Fig. 1: run 1, metal 3
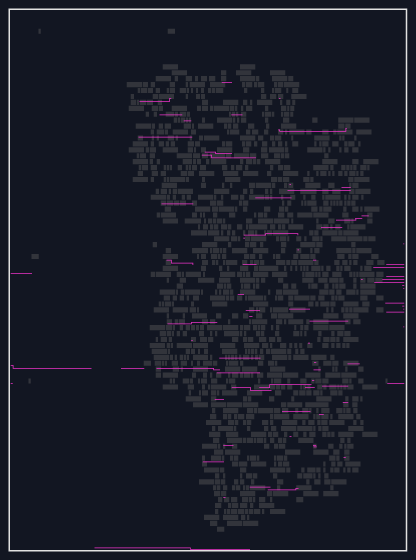
Fig. 2: run 1, logic cells by family
Bar = 50 um.
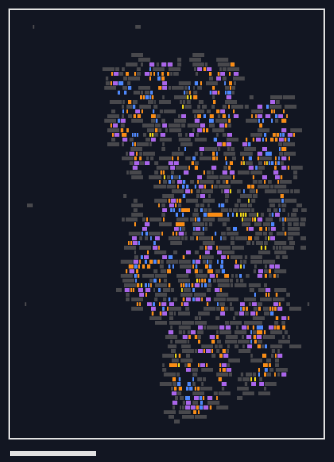
Fig. 3: run 1, sizing map
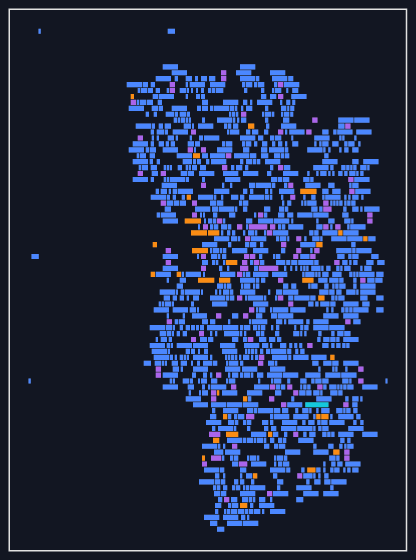
Fig. 4: run 1, routing congestion
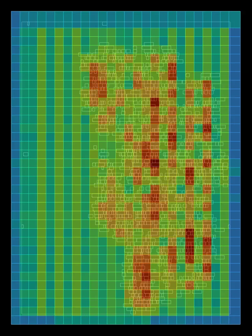
==> src/rtl/multi_key_start.sv <==
// Multi-key start block: per-key sync/debounce/press detect, retriggerable LED hold,
// and one arbitrated start request. Optional long-press output: MULTI_KEY_START_LONG_PRESS_EN.
module multi_key_start #(
   parameter int N_KEYS          = 4,
   parameter int ID_W            = 2,
   parameter int DEBOUNCE_CYCLES = 1000000,
   parameter int HOLD_CYCLES     = 50000000,
   parameter int LONG_CYCLES     = 100000000
) (
   input  logic              clk,
   input  logic              rst,
   input  logic [N_KEYS-1:0] key_n,
   output logic [N_KEYS-1:0] led_n,
   output logic              start_valid,
   output logic [ID_W-1:0]   start_id,
   input  logic              start_ready,
   output logic [7:0]        drop_cnt,
   output logic              long_valid,
   output logic [ID_W-1:0]   long_id
);

   localparam int DW = $clog2(DEBOUNCE_CYCLES + 1);
   localparam int HW = $clog2(HOLD_CYCLES + 1);
   localparam logic [DW-1:0] DEB_MAX  = DW'(DEBOUNCE_CYCLES - 1);
   localparam logic [HW-1:0] HOLD_MAX = HW'(HOLD_CYCLES - 1);

   logic [N_KEYS-1:0] sync1_q, ks_q;
   logic [N_KEYS-1:0] stable_q, stable_d;
   logic [N_KEYS-1:0] led_q, led_d;
   logic [N_KEYS-1:0] press;
   logic [DW-1:0]     deb_q  [N_KEYS];
   logic [DW-1:0]     deb_d  [N_KEYS];
   logic [HW-1:0]     hold_q [N_KEYS];
   logic [HW-1:0]     hold_d [N_KEYS];
   logic              valid_q, valid_d;
   logic [ID_W-1:0]   id_q, id_d, sel_id;
   logic [7:0]        drop_q, drop_d;
   logic [4:0]        n_press, drops;
   logic [9:0]        drop_sum;
   logic              load;

   // press[i] is combinational so the LED and request update on the same edge as stable.
   always_comb begin
      stable_d = stable_q;
      press    = '0;
      for (int i = 0; i < N_KEYS; i++) begin
         deb_d[i] = '0;
         if (ks_q[i] != stable_q[i]) begin
            if (deb_q[i] == DEB_MAX) begin
               stable_d[i] = ks_q[i];
               press[i]    = ~ks_q[i];
            end else begin
               deb_d[i] = deb_q[i] + 1'b1;
            end
         end
      end
   end

   always_comb begin
      led_d = led_q;
      for (int i = 0; i < N_KEYS; i++) begin
         hold_d[i] = hold_q[i];
         if (press[i]) begin
            led_d[i]  = 1'b0;
            hold_d[i] = HOLD_MAX;
         end else if (!led_q[i]) begin
            if (hold_q[i] == '0) led_d[i] = 1'b1;
            else                 hold_d[i] = hold_q[i] - 1'b1;
         end
      end
   end

   always_comb begin
      sel_id  = '0;
      n_press = '0;
      for (int i = N_KEYS - 1; i >= 0; i--) begin
         if (press[i]) sel_id = ID_W'(i);
         n_press = n_press + 5'(press[i]);
      end
      load     = (!valid_q || start_ready) && (|press);
      valid_d  = load ? 1'b1 : (valid_q && !start_ready);
      id_d     = load ? sel_id : id_q;
      // Every press except the one loaded is a drop, saturating at 255.
      drops    = load ? (n_press - 5'd1) : n_press;
      drop_sum = 10'(drop_q) + 10'(drops);
      drop_d   = (drop_sum > 10'd255) ? 8'hFF : drop_sum[7:0];
   end

   always_ff @(posedge clk) begin
      if (rst) begin
         sync1_q  <= '1;
         ks_q     <= '1;
         stable_q <= '1;
         led_q    <= '1;
         valid_q  <= 1'b0;
         id_q     <= '0;
         drop_q   <= '0;
         for (int i = 0; i < N_KEYS; i++) begin
            deb_q[i]  <= '0;
            hold_q[i] <= '0;
         end
      end else begin
         sync1_q  <= key_n;
         ks_q     <= sync1_q;
         stable_q <= stable_d;
         led_q    <= led_d;
         valid_q  <= valid_d;
         id_q     <= id_d;
         drop_q   <= drop_d;
         for (int i = 0; i < N_KEYS; i++) begin
            deb_q[i]  <= deb_d[i];
            hold_q[i] <= hold_d[i];
         end
      end
   end

   assign led_n       = led_q;
   assign start_valid = valid_q;
   assign start_id    = id_q;
   assign drop_cnt    = drop_q;

`ifdef MULTI_KEY_START_LONG_PRESS_EN
   localparam int LW = $clog2(LONG_CYCLES + 1);
   localparam logic [LW-1:0] LONG_MAX = LW'(LONG_CYCLES - 1);

   logic [LW-1:0]     lcnt_q [N_KEYS];
   logic [LW-1:0]     lcnt_d [N_KEYS];
   logic [N_KEYS-1:0] ldone_q, ldone_d, lhit;
   logic              lvalid_q, lvalid_d;
   logic [ID_W-1:0]   lid_q, lid_d;

   // ldone keeps the pulse to one per press; cleared again on release.
   always_comb begin
      ldone_d  = ldone_q;
      lhit     = '0;
      lid_d    = lid_q;
      for (int i = 0; i < N_KEYS; i++) begin
         lcnt_d[i] = lcnt_q[i];
         if (stable_q[i]) begin
            lcnt_d[i]  = '0;
            ldone_d[i] = 1'b0;
         end else if (!ldone_q[i]) begin
            if (lcnt_q[i] == LONG_MAX) begin
               lhit[i]    = 1'b1;
               ldone_d[i] = 1'b1;
            end else begin
               lcnt_d[i] = lcnt_q[i] + 1'b1;
            end
         end
      end
      for (int i = N_KEYS - 1; i >= 0; i--) begin
         if (lhit[i]) lid_d = ID_W'(i);
      end
      lvalid_d = |lhit;
   end

   always_ff @(posedge clk) begin
      if (rst) begin
         ldone_q  <= '0;
         lvalid_q <= 1'b0;
         lid_q    <= '0;
         for (int i = 0; i < N_KEYS; i++) lcnt_q[i] <= '0;
      end else begin
         ldone_q  <= ldone_d;
         lvalid_q <= lvalid_d;
         lid_q    <= lid_d;
         for (int i = 0; i < N_KEYS; i++) lcnt_q[i] <= lcnt_d[i];
      end
   end

   assign long_valid = lvalid_q;
   assign long_id    = lid_q;
`else
   // LONG_CYCLES only sizes the long-press counters, which this build omits.
   if (LONG_CYCLES < 1) begin : g_long_unused
   end
   assign long_valid = 1'b0;
   assign long_id    = '0;
`endif

endmodule

==> config.mk <==
export PLATFORM = sky130hd
export DESIGN_NAME = multi_key_start
export DESIGN_NICKNAME = d
export VERILOG_FILES = /design/src/rtl/multi_key_start.sv
export SDC_FILE = /design/constraint.sdc
export NUM_CORES = 1
export LEC_CHECK = 0
export CAP_MARGIN = 20
export CORE_ASPECT_RATIO = 1.4
export CORE_MARGIN = 8
export CORE_UTILIZATION = 25
export CTS_BUF_LIST = sky130_fd_sc_hd__clkbuf_4
export DETAILED_ROUTE_END_ITERATION = 16
export GPL_ROUTABILITY_DRIVEN = 0
export REMOVE_ABC_BUFFERS = 1
export SLEW_MARGIN = 20
export SYNTH_ARGS = -nofsm -noshare
export SYNTH_HDL_FRONTEND = slang
export SYNTH_SLANG_ARGS = --single-unit
export TNS_END_PERCENT = 1
==> constraint.sdc <==
create_clock -name clk -period 4.5 [get_ports clk]
set_input_delay 1.125 -clock clk [delete_from_list [all_inputs] [get_ports clk]]
set_output_delay 1.125 -clock clk [all_outputs]
set_load 0.02 [all_outputs]
==> CHANGELOG.md, run 1 <==
## Implementation

- Outcome: finished, final reports clean
- I/O pin count: 25
- Max stage delay on crit path: 0.55 ns
- Portion of total power attributed to combinational logic: 0.014
- H-tree depth: 2
- Part of the Yosys area used for sequential elements: 0.440
- Post-placement cell area: 0.0104 sq mm
- Number of antenna violations at the first check in global routing: 2
- Power consumed by sequential cells: ~1900 uW
- Final clock skew: 0.0263 ns
- Top cells by area: sky130_fd_sc_hd__dfxtp_1, sky130_fd_sc_hd__xnor2_1, sky130_fd_sc_hd__xor2_1, sky130_fd_sc_hd__nor2_1, sky130_fd_sc_hd__a21oi_1
- Leading cell types in the layout, fill and taps excluded: sky130_fd_sc_hd__dfxtp_1, sky130_fd_sc_hd__nor2_1, sky130_fd_sc_hd__xnor2_1
- IR drop worst, VDD: 129 uV
- Hold Path Sink: ks_q[0]
- Largest delay share family, worst path: adder cells
- Remaining routing DRC violations: 0
- Worst hold start: sync1_q[0]
- R2R depth: 18
- Critical path buffers and inverters: 3
- Area of the die: 0.0450 sq mm
- Tally of OpenROAD warnings: 27
- Path category of the worst min-delay check: reg -> reg
- End of the worst register-to-register path: drop_cnt[7]
- Number of synthesized flops with an enable pin: 0
- Nets@finish: 1179
- Floorplan core density: 0.251
- Yosys aoi share: 0.0881
- Number of distinct standard cells referenced by the synthesized netlist: 69
- Top-area cell type share of the netlist area: 0.440
- Slack of the worst reg-to-reg path: about 0.24 ns
- Switching power total: 775 uW
- Dominant flop cell: sky130_fd_sc_hd__dfxtp_1
- Number of cell instances after yosys synthesis: 1087
- Estimated wirelength of the detail-placed design: ~14000 um
- Most common cell type on the critical path: sky130_fd_sc_hd__ha_1
- Number of routed nets with antenna violations: 0
- Most common cell in the synthesized netlist: sky130_fd_sc_hd__dfxtp_1
- Clock tree root buffer cell: sky130_fd_sc_hd__clkbuf_4
- MUX area fraction: 0.00691
- Power per Cell Area: 310 mW/mm^2
- Number of instances on the worst hold path: 1
- Number of placed cells counting well taps: ~1600
- Via count of the first global-routing pass: 7623
- Number of input and output port buffers inserted: 21
- Yosys adder share: 0.0290
- Area leader, netlist: sky130_fd_sc_hd__dfxtp_1
- Final-report setup violation count: 0
- Final Max Tran Viols: 0
- Fraction of layout cells with a size suffix above 1: 0.118
- Top achievable clock speed: 235 MHz
- Sink count of the clock tree: approximately 210
- Highest net fanout along the worst path: 6
- Worst endpoint required time: 5.06 ns
- Post-synthesis chip area from yosys: 0.00959 sq mm
- Number of max-cap violations: 0
- Biggest power consumer among the groups: sequential cells
- Maximum number of pins on one net before global-route repair: 36
- CP Capture Type: flop
- Post-Synthesis Cells: 1087
- Relative slew slack: 0.347
- Length of the first detailed-routing pass in iterations: 4
- Std-Cell Rows: 85
- Crit-path slowest cell: sky130_fd_sc_hd__or4_4
- Combinational group power: 46.5 uW
- Horizontal die dimension: 182 um
- Avg Vias per Cell: between 4 and 5
- Leak: 0.00387 uW
- Post-layout utilization of the core: 0.291
- Net switching share of the total power: 0.225
- Crit path kind: reg -> reg
- Final TNS setup: 0 ns
- Share of power burned in registers: 0.544
- Worst hold margin: around 0.42 ns
- Placeable core region: 0.0382 sq mm
- Largest family of logic cells by area: simple AND/OR/NAND/NOR gates
- Top cell types by occurrence after synthesis: sky130_fd_sc_hd__dfxtp_1, sky130_fd_sc_hd__nor2_1, sky130_fd_sc_hd__xnor2_1, sky130_fd_sc_hd__a21oi_1, sky130_fd_sc_hd__xor2_1
- Clock network latency to the later pin of the worst-skew pair: 0.67 ns
- CTS buffer count: approximately 51
- GR Overflow Total: 0
- Hold Vio Cnt, Final: 0
- Clock-pin transition on the worst setup and hold timing paths: 0.07 ns
- Transition time at the pin with the least slew margin: 0.969 ns
- Area growth from synthesis to layout: 15.7%
- Post-Synth Simple-Gate Area: 0.262
- First DRT Iteration DRCs: 255
- Clock tree from TritonCTS: done
- Vertical die dimension: 248 um
- CP arrival: 4.82 ns
- Comb area: 0.00516 sq mm
- Registers, synthesis: 211
- Post-synthesis xor/xnor area fraction: 0.146
-- Fig. 1 (at the start) --
nets with wire on the layer: 32
main direction: horizontal
share of all routed wire: 3.7%
longest straight run: 43.9 um
total routed wirelength: 20100 um
detailed-route via count: 7687

-- Fig. 2 (at the start) --
| color | family | cells |
|---|---|---|
| yellow | inv cells | 28 |
| orange | nor cells | 249 |
| blue | nand cells | 143 |
| purple | xor and xnor cells | 160 |
most common library cell in the layout ignoring fill and taps: sky130_fd_sc_hd__dfxtp_1
count of non-filler cells in the finished layout: 1661
fraction of area in multi-input gates: 0.465

-- Fig. 3 (at the start) --
| color | size | cells |
|---|---|---|
| purple | x3 and x4 | 104 |
| cyan | x6 and larger | 1 |
| blue | x1 and smaller | 1043 |
| orange | x2 | 34 |
design area: 0.0111 sq mm
post-route setup slack: 0.240 ns

-- Fig. 4 (at the start) --
DR WL/cell: 12.1 um
GR peak layer: met2
total routing resource utilization after global routing: 0.0906
GRT met3 Usage: 0.0205

[run 1: worst max-delay path by stage]
stage | start | to | slack, ns | depth (start not counted)
detailed placement | deb_q[3][1] | drop_cnt[7] | 0.04 | 19
finish | deb_q[3][6] | drop_cnt[7] | 0.24 | 18
global route | deb_q[3][12] | drop_cnt[1] | -0.006 | 19
CTS | deb_q[3][1] | drop_cnt[7] | 0.03 | 19
global placement | deb_q[3][1] | drop_cnt[7] | 0.11 | 19
floorplan | deb_q[1][2] | drop_cnt[7] | 0.09 | 19
[run 1: through the flow]
stage / power, uW / setup slack, ns
floorplan: 1930 / 0.0869
global placement: 1960 / 0.109
detailed placement: 1960 / 0.0366
CTS: 3530 / 0.0304
global route: 3630 / -0.00645
finish: 3440 / 0.240
[run 1: flip-flops by register name, indices dropped and copies added, names as in the netlist]
signal       cells
ks_q             4
start_id         2
sync1_q          4
drop_cnt         8
start_valid      1
led_n            4
deb_q           80
hold_q         104
stable_q         4
[run 1: routing by layer]
layer  global-route usage  routed length (um)  up-vias
met1               0.0972                8530     3591
met4               0.0471                 715        2
met2                0.165               10100       96
met3               0.0205                 741       57
met5                    0                  13        -
li1                     -                   -     3941
[run 1: what timing repair did]
item | 4_1_cts | 5_1_grt
setup buffers | 0 | 3
resized | 0 | 17
hold buffers | 0 | 0
endpoints found under the setup margin | 0 | 8
[run 1: layout make-up]
| cell class | count | area share |
|---|---|---|
| Antenna cell | 1 | 0.000226 |
| Clock buffer | 72 | 0.0487 |
| Clock inverter | 12 | 0.00665 |
| Inverter | 28 | 0.00947 |
| Multi-Input combinational cell | 815 | 0.465 |
| Sequential cell | 211 | 0.382 |
| Tap cell | 478 | 0.0539 |
| Timing Repair Buffer | 44 | 0.0343 |
Fig. 5: run 1, clock network drawn from the DEF
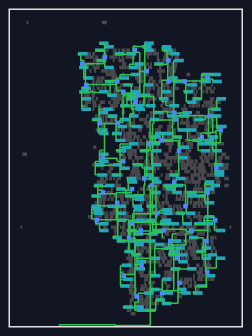

--- run 2 (diff from run 1) ---
Settings changed: CORE_UTILIZATION 25 to 58, GPL_ROUTABILITY_DRIVEN 0 to 1, PLACE_DENSITY from default to 0.78.
Fig. 6: run 2, clock network drawn from the DEF
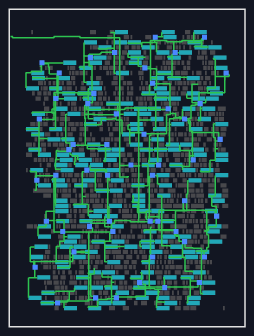
[cyan] flip-flops | count: 211
[blue] clock-net drivers | count: 52
[green] clock wires | length: 2810 um
routed clock nets: 53
clock network power share: 0.446
Clock group: 1540 uW
clock network latency to the later pin of the worst-skew pair: 0.66 ns
final clock skew: 0.0494 ns

Fig. 7: run 2, metal 3
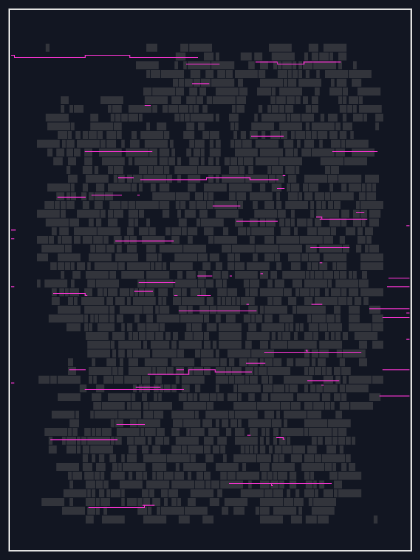
total routed wirelength: 18600 um
detailed-route via count: 7599
GRT met3 Usage: 0.0377

Fig. 8: run 2, logic cells by family
Bar = 20 um.
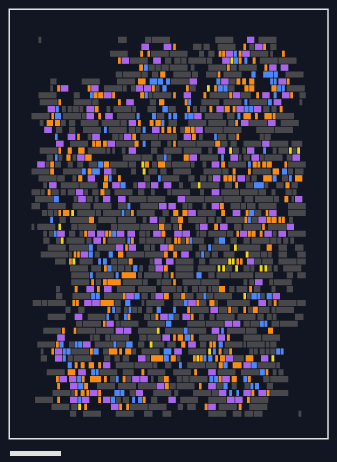
fraction of area in multi-input gates: 0.484
count of non-filler cells in the finished layout: 1382

==> CHANGELOG.md, run 2 <==
## Implementation

- Power after layout: 3460 uW
- Routability-driven placement congestion ratio: between 0.7 and 0.8
- Nets@finish: 1172
- Post-route setup slack: 0.128 ns
- Routed metal-1 wirelength: roughly 8100 um
- Part of the Yosys area used for sequential elements: 0.440
- Element type at the critical path start: flop
- GR Overflow Total: 0
- Clock tree from TritonCTS: done
- Number of distinct standard cells referenced by the synthesized netlist: ~69
- Slack of the worst reg-to-reg path: 0.13 ns
- Area leader, netlist: sky130_fd_sc_hd__dfxtp_1
- Floorplan core density: 0.593
- Post-Synth Simple-Gate Area: 0.262
- Outcome: finished, final reports clean
- Clock-pin transition on the worst setup and hold timing paths: roughly 0.070 ns
- Hold Path Sink: ks_q[3]
- Dominant flop cell: sky130_fd_sc_hd__dfxtp_1
- Net switching share of the total power: 0.225
- Fraction of registers with async set or reset after synthesis: 0
- Max stage delay on crit path: 0.57 ns
- Max FFs per register: between 100 and 150
- Post-synthesis xor/xnor area fraction: 0.146
- Internal Dissipation: approximately 2700 uW
- Top cells by area: sky130_fd_sc_hd__dfxtp_1, sky130_fd_sc_hd__xnor2_1, sky130_fd_sc_hd__xor2_1, sky130_fd_sc_hd__nor2_1, sky130_fd_sc_hd__a21oi_1
- First-pass GRT wire length: between 30000 and 40000 um
- Setup repair after global routing missed its margin: true
- Via count of the first global-routing pass: 7405
- Largest family of logic cells by area: simple AND/OR/NAND/NOR gates
- R2R depth: 18
- Length of the first detailed-routing pass in iterations: 4
- Yosys Warn Count: 0
- Critical-path cell list: nor4bb_2 > nand3_1 > or4_4 > fa_1 > inv_1 > ha_2 > inv_2 > ha_4 > inv_2 > ha_4 > a21o_1 > fa_1 > nor2b_1 > o21a_1 > o21ai_1 > nand2b_1 > a21oi_1 > a311oi_1
- Post-synthesis chip area from yosys: ~0.0096 sq mm
- Number of buffers between clock root and the deepest sink: 3
- Number of max-cap violations: 0
- Crit path kind: reg -> reg
- Number of placed cells counting well taps: 1286
- Portion of total power attributed to combinational logic: 0.012
- Design area: 0.0108 sq mm
- Avg Vias per Cell: about 5.5
- Transition time at the pin with the least slew margin: 0.979 ns
- Total routing resource utilization after global routing: 0.175
- Top-area cell type share of the netlist area: 0.440
- Top cell types by occurrence after synthesis: sky130_fd_sc_hd__dfxtp_1, sky130_fd_sc_hd__nor2_1, sky130_fd_sc_hd__xnor2_1, sky130_fd_sc_hd__a21oi_1, sky130_fd_sc_hd__xor2_1
- GR Util met2: 0.318
- Power consumed by sequential cells: around 1900 uW
- Hold Vio Cnt, Final: 0
- RR Startpoint: deb_q[3][6]
- Length of routed met2 wiring: 9490 um
- Switching power total: around 780 uW
- Top metal layer carrying routed signals: met4
- Std-Cell Rows: 55
- Share of power burned in registers: 0.541
- Grt met1 use: 0.196
- Biggest power consumer among the groups: sequential cells
- Area growth from synthesis to layout: 12.3%
- DR WL/cell: 13.5 um
- CP arrival: ~5 ns
- Pre-CTS setup slack: 0.000934 ns
- Number of routed nets with antenna violations: 0
- Post-layout utilization of the core: 0.666
- Worst hold margin: 0.400 ns
- Power per Cell Area: 321 mW/mm^2
- Sink count of the clock tree: 211
- Fraction of layout cells with a size suffix above 1: 0.120
- Relative slew slack: 0.340
- Clock tree root buffer cell: sky130_fd_sc_hd__clkbuf_4
- MUX area fraction: 0.00691
- Final Max Tran Viols: 0
- Combinational group power: 42.3 uW
- Yosys adder share: 0.0290
- Number of cell instances after yosys synthesis: 1087
- Critical path buffers and inverters: 3
- Number of instances on the worst hold path: 1
- Number of synthesized flops with an enable pin: 0
- Remaining routing DRC violations: 0
- Tally of OpenROAD warnings: 28
- Leading cell types in the layout, fill and taps excluded: sky130_fd_sc_hd__dfxtp_1, sky130_fd_sc_hd__nor2_1, sky130_fd_sc_hd__xnor2_1
- Maximum number of pins on one net before global-route repair: 52
- CP Capture Type: flop
- Final TNS setup: 0 ns
- Vertical die dimension: 168 um
- Yosys aoi share: 0.0881
- Area of the die: 0.0210 sq mm
- Registers, synthesis: 211
- Number of input and output port buffers inserted: 21
- H-tree depth: 2
- I/O pin count: 25
- Number of antenna violations at the first check in global routing: 1
- Post-Synthesis Cells: 1087
- IR drop worst, VDD: 245 uV
- Post-placement cell area: 0.00999 sq mm
- Clock period minus worst slack: ~4.4 ns
- Worst endpoint required time: 5.04 ns
- Estimated wirelength of the detail-placed design: 12200 um
- Final-report setup violation count: 0
- Path category of the worst min-delay check: reg -> reg
- Placeable core region: 0.0162 sq mm
- Most flops, register: hold_q
- Crit-path slowest cell: sky130_fd_sc_hd__or4_4
- Worst hold start: sync1_q[3]
- Most common library cell in the layout ignoring fill and taps: sky130_fd_sc_hd__dfxtp_1
- Leak: 0.00385 uW
- Mapped Avg Cell Area: 8.82 sq um
- CTS buffer count: 52
- Hold-fix buffers at CTS: 0
- Most common cell in the synthesized netlist: sky130_fd_sc_hd__dfxtp_1
- Horizontal die dimension: 125 um
- Largest delay share family, worst path: adder cells
- First DRT Iteration DRCs: 375
- Post-route fraction of the period consumed by the critical path: 0.972
- Top achievable clock speed: between 200 and 250 MHz
- GR peak layer: met2
- Detail Route met3 WL: 618 um
- End of the worst register-to-register path: drop_cnt[6]
- Highest net fanout along the worst path: 6
==> run 2: cell count changes in the layout (fill, tap and decap cells not counted), moves of 2 or more <==
cell / before / now
sky130_fd_sc_hd__ha_4: 0 / 3
sky130_fd_sc_hd__dfxtp_1: 205 / 207
sky130_fd_sc_hd__buf_4: 24 / 16
sky130_fd_sc_hd__inv_2: 1 / 5
sky130_fd_sc_hd__clkinv_1: 9 / 15
sky130_fd_sc_hd__ha_1: 17 / 14
sky130_fd_sc_hd__inv_1: 27 / 24
sky130_fd_sc_hd__dfxtp_2: 5 / 3
==> run 2: logic make-up (layout without fill, tap and decap cells) <==
kind of cell               Yosys count  after routing
AOI/OAI and AO/OA                  142            142
xor gates and xnor gates           160            160
adders and majority gates           21             21
buffers and inverters               63            156
DFF                                211            211
muxes                                6              6
other                                1              4
and+or+nand+nor                    483            483
==> run 2: worst max-delay path by stage <==
stage	start	to	slack, ns	cells past startpoint
floorplan	deb_q[1][2]	drop_cnt[7]	0.09	19
global placement	deb_q[3][0]	drop_cnt[7]	0.11	19
detailed placement	deb_q[3][0]	drop_cnt[7]	0.0009	19
CTS	deb_q[3][0]	drop_cnt[7]	0.001	19
global route	deb_q[3][6]	drop_cnt[6]	-0.16	18
finish	deb_q[3][6]	drop_cnt[6]	0.13	18
==> run 2: cell type report <==
class	instances	area [sq um]
inverters	28	105
fillers	1341	5410
flip-flops and latches	211	4230
clock inverters	20	105
clock buffers	72	541
diodes	1	2.50
multi-input cells	815	5210
repair buffers	36	320
well taps	199	249
==> run 2: timing repair <==
| item | 4_1_cts | 5_1_grt |
|---|---|---|
| setup buffers | 0 | 3 |
| gates resized | 1 | 27 |
| endpoints found under the setup margin | 1 | 8 |
| pin swaps | 0 | 12 |
Fig. 9: run 2, sizing map
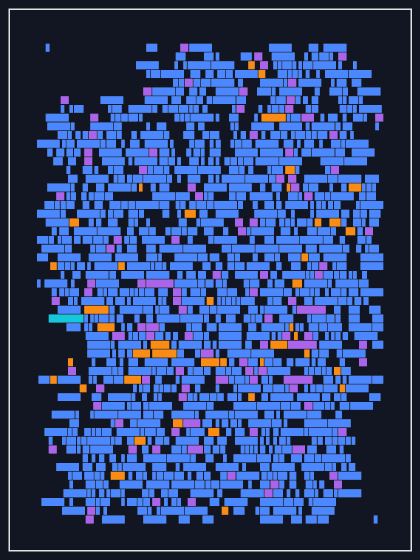

--- run 3 (diff from run 2) ---
Settings changed: CORE_UTILIZATION 58 to 65, PLACE_DENSITY 0.78 to 0.83.
Clock period 4.5 ns to 5.05 ns, I/O delays scaled along.
Fig. 10: run 3, sizing map
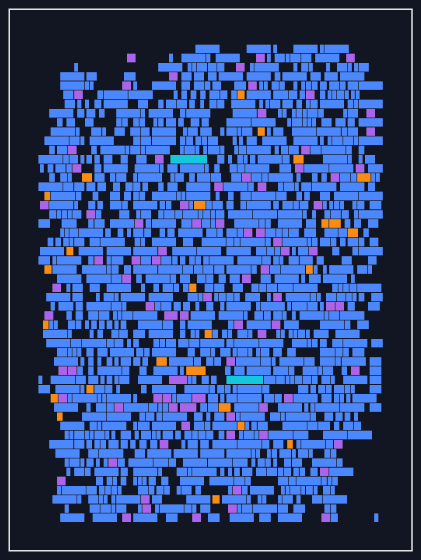
| color | size | cells |
|---|---|---|
| purple | x3 and x4 | 83 |
| cyan | x6 and larger | 2 |
| blue | x1 and smaller | 1066 |
| orange | x2 | 25 |
design area: 0.0106 sq mm
area growth from synthesis to layout: 10.8%
number of signal-net buffers in the layout: 29
post-route setup slack: 0.388 ns

Fig. 11: run 3, logic cells by family
Bar = 20 um.
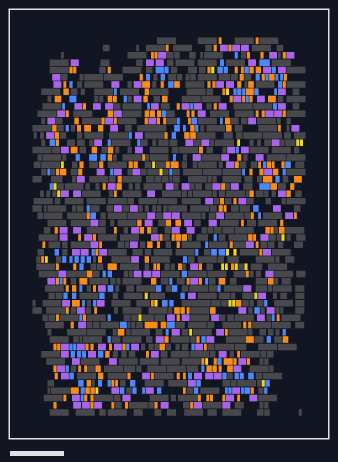
count of non-filler cells in the finished layout: 1366
fraction of area in multi-input gates: 0.482

==> CHANGELOG.md, run 3 <==
## Implementation

- Outcome: finished, final reports clean
- Number of gates given a new drive strength after cts: 0
- Post-Syn Area: 0.00959 sq mm
- Via count of the first global-routing pass: 7599
- Critical-path cell list: ha_1 > and3_1 > nand3_1 > or4_1 > fa_1 > inv_1 > ha_1 > inv_1 > ha_1 > inv_1 > ha_1 > ha_1 > a21oi_1 > ha_1 > nor2b_1 > o21a_1 > o21ai_0 > nand2b_1 > o311a_1
- CP arrival: roughly 5.2 ns
- Number of cell instances after yosys synthesis: ~1100
- Top metal layer carrying routed signals: met4
- Number of input and output port buffers inserted: 21
- Relative slew slack: 0.352
- Number of antenna violations at the first check in global routing: 1
- Estimated wirelength of the detail-placed design: roughly 12000 um
- Clock tree from TritonCTS: done
- Length of routed met2 wiring: about 9300 um
- Maximum number of pins on one net before global-route repair: 50
- Number of synthesized flops with an enable pin: 0
- Hold-fix buffers at CTS: 0
- Horizontal die dimension: 119 um
- Clock network latency to the later pin of the worst-skew pair: 0.63 ns
- Crit-path slowest cell: sky130_fd_sc_hd__or4_1
- Final-layout fill cell count: ~1100
- Floorplan core density: 0.664
- Post-route fraction of the period consumed by the critical path: 0.923
- Detailed-route via count: between 7000 and 8000
- Total routed wirelength: 18200 um
- CP Capture Type: flop
- Nets@finish: between 1000 and 1500
- Path category of the worst min-delay check: reg -> reg
- IR drop worst, VDD: 226 uV
- Dominant flop cell: sky130_fd_sc_hd__dfxtp_1
- Highest net fanout along the worst path: 6
- Std-Cell Rows: 52
- Max FFs per register: 104
- Clock period minus worst slack: 4.66 ns
- Final-report setup violation count: 0
- Top cell types by occurrence after synthesis: sky130_fd_sc_hd__dfxtp_1, sky130_fd_sc_hd__nor2_1, sky130_fd_sc_hd__xnor2_1, sky130_fd_sc_hd__a21oi_1, sky130_fd_sc_hd__xor2_1
- Most common library cell in the layout ignoring fill and taps: sky130_fd_sc_hd__dfxtp_1
- Clock tree root buffer cell: sky130_fd_sc_hd__clkbuf_4
- Tally of OpenROAD warnings: 27
- Number of max-cap violations: 0
- Worst endpoint required time: ~5.6 ns
- Largest delay share family, worst path: adder cells
- CTS buffer count: between 50 and 60
- Final TNS setup: 0 ns
- Max stage delay on crit path: 0.67 ns
- Clock-pin transition on the worst setup and hold timing paths: 0.07 ns
- Detail Route met3 WL: 637 um
- Avg Vias per Cell: 5.63
- Power per Cell Area: 295 mW/mm^2
- Final clock skew: approximately 0.034 ns
- Crit. Startpoint: deb_q[3][0]
- GR peak layer: met2
- Most common cell in the synthesized netlist: sky130_fd_sc_hd__dfxtp_1
- Number of buffers between clock root and the deepest sink: 3
- RR Startpoint: deb_q[3][0]
- Routed metal-1 wirelength: around 7900 um
- Length of the first detailed-routing pass in iterations: 4
- Element type at the critical path start: flop
- GRT met3 Usage: 0.0406
- Post-synthesis chip area from yosys: 0.00959 sq mm
- Remaining routing DRC violations: 0
- # Post-CTS Setup Buffers: 0
- Number of distinct standard cells referenced by the synthesized netlist: between 60 and 70
- H-tree depth: 2
- Worst hold start: sync1_q[3]
- Crit path kind: reg -> reg
- Fraction of registers with async set or reset after synthesis: 0
- Leak: 0.00381 uW
- Top cells by area: sky130_fd_sc_hd__dfxtp_1, sky130_fd_sc_hd__xnor2_1, sky130_fd_sc_hd__xor2_1, sky130_fd_sc_hd__nor2_1, sky130_fd_sc_hd__a21oi_1
- Setup repair after global routing missed its margin: false
- Total routing resource utilization after global routing: 0.192
- Final Max Tran Viols: 0
- Fraction of layout cells with a size suffix above 1: 0.0935
- Top achievable clock speed: 214 MHz
- GR Overflow Total: 0
- Part of the Yosys area used for sequential elements: 0.440
- Critical path buffers and inverters: 3
- Routability-driven placement congestion ratio: 0.827
- Post-Synthesis Cells: 1087
- Transition time at the pin with the least slew margin: 0.957 ns
- Yosys Warn Count: 0
- Leading cell types in the layout, fill and taps excluded: sky130_fd_sc_hd__dfxtp_1, sky130_fd_sc_hd__nor2_1, sky130_fd_sc_hd__xnor2_1
- Hold Vio Cnt, Final: 0
- Sink count of the clock tree: 211
- Vertical die dimension: between 150 and 200 um
- Area of the die: 0.0190 sq mm
- Registers, synthesis: 211
- Mapped Avg Cell Area: 8.82 sq um
- First DRT Iteration DRCs: 354
- First-pass GRT wire length: 32200 um
- Placeable core region: 0.0144 sq mm
- Area leader, netlist: sky130_fd_sc_hd__dfxtp_1
- I/O pin count: 25
- Most common cell type on the critical path: sky130_fd_sc_hd__ha_1
- Most flops, register: hold_q
- Top-area cell type share of the netlist area: 0.440
- Number of routed nets with antenna violations: 0
Fig. 12: run 3, routing congestion
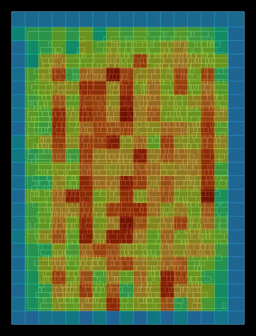
grt met1 use: 0.210
post-layout utilization of the core: 0.735
DR WL/cell: 13.3 um
GR Util met2: 0.346

## run 3: netlist changes by cell type in the layout (fill, tap and decap cells not counted), sizes merged
cell,before,now
clkinv,18,22
inv,29,27
buf,16,9
bufinv,1,2
clkbuf,72,70
## run 3: final cells by class
type	instances	area [sq um]	share of cell area
multi-input combinational	815	5120	0.482
sequential	211	4220	0.398
clock buffer	70	526	0.0495
timing repair buffer	29	268	0.0252
tap	189	236	0.0223
clock inverter	23	144	0.0135
inverter	28	105	0.00989
antenna	1	2.50	0.000236
## run 3: final timing paths
kind                 end  slack (ns)  cells past startpoint
max          drop_cnt[7]        0.39                     19
max reg2reg  drop_cnt[7]        0.39                     19
min reg2reg      ks_q[3]        0.41                      1
min              ks_q[3]        0.41                      1
## run 3: cells by family after synthesis
kind of cell,synth area share
AOI/OAI and AO/OA,0.0881
xor gates and xnor gates,0.146
adders and majority gates,0.0290
buffers and inverters,0.0267
DFF,0.440
muxes,0.00691
other,0.000391
and+or+nand+nor,0.262
## run 3: worst register-to-register path: cells and delay by family, from the launching register on
kind,cells,cell delay (ns)
fa+ha+maj,7,1.82
simple gates,5,1.38
compound gates,4,0.83
flops,1,0.36
buf+inv,3,0.17
## run 3: where the power goes
group	internal [uW]	switching (uW)
registers	1670	2.21
clock network	749	674
logic	9.42	28.1
## run 3: through the flow
step / instances / area [sq um] / setup WS [ns] / hold WS, ns / power, uW
after floorplan: 1054 / 9450 / 0.637 / 0.389 / 1720
after global placement: 1272 / 9950 / 0.533 / 0.393 / 1740
after detailed placement: 1272 / 9950 / 0.369 / 0.407 / 1750
after CTS: 1365 / 10600 / 0.372 / 0.416 / 3170
after global routing: 1366 / 10600 / 0.0297 / 0.435 / 3270
final: 1366 / 10600 / 0.388 / 0.411 / 3130
Power and IR drop assume default switching activity.
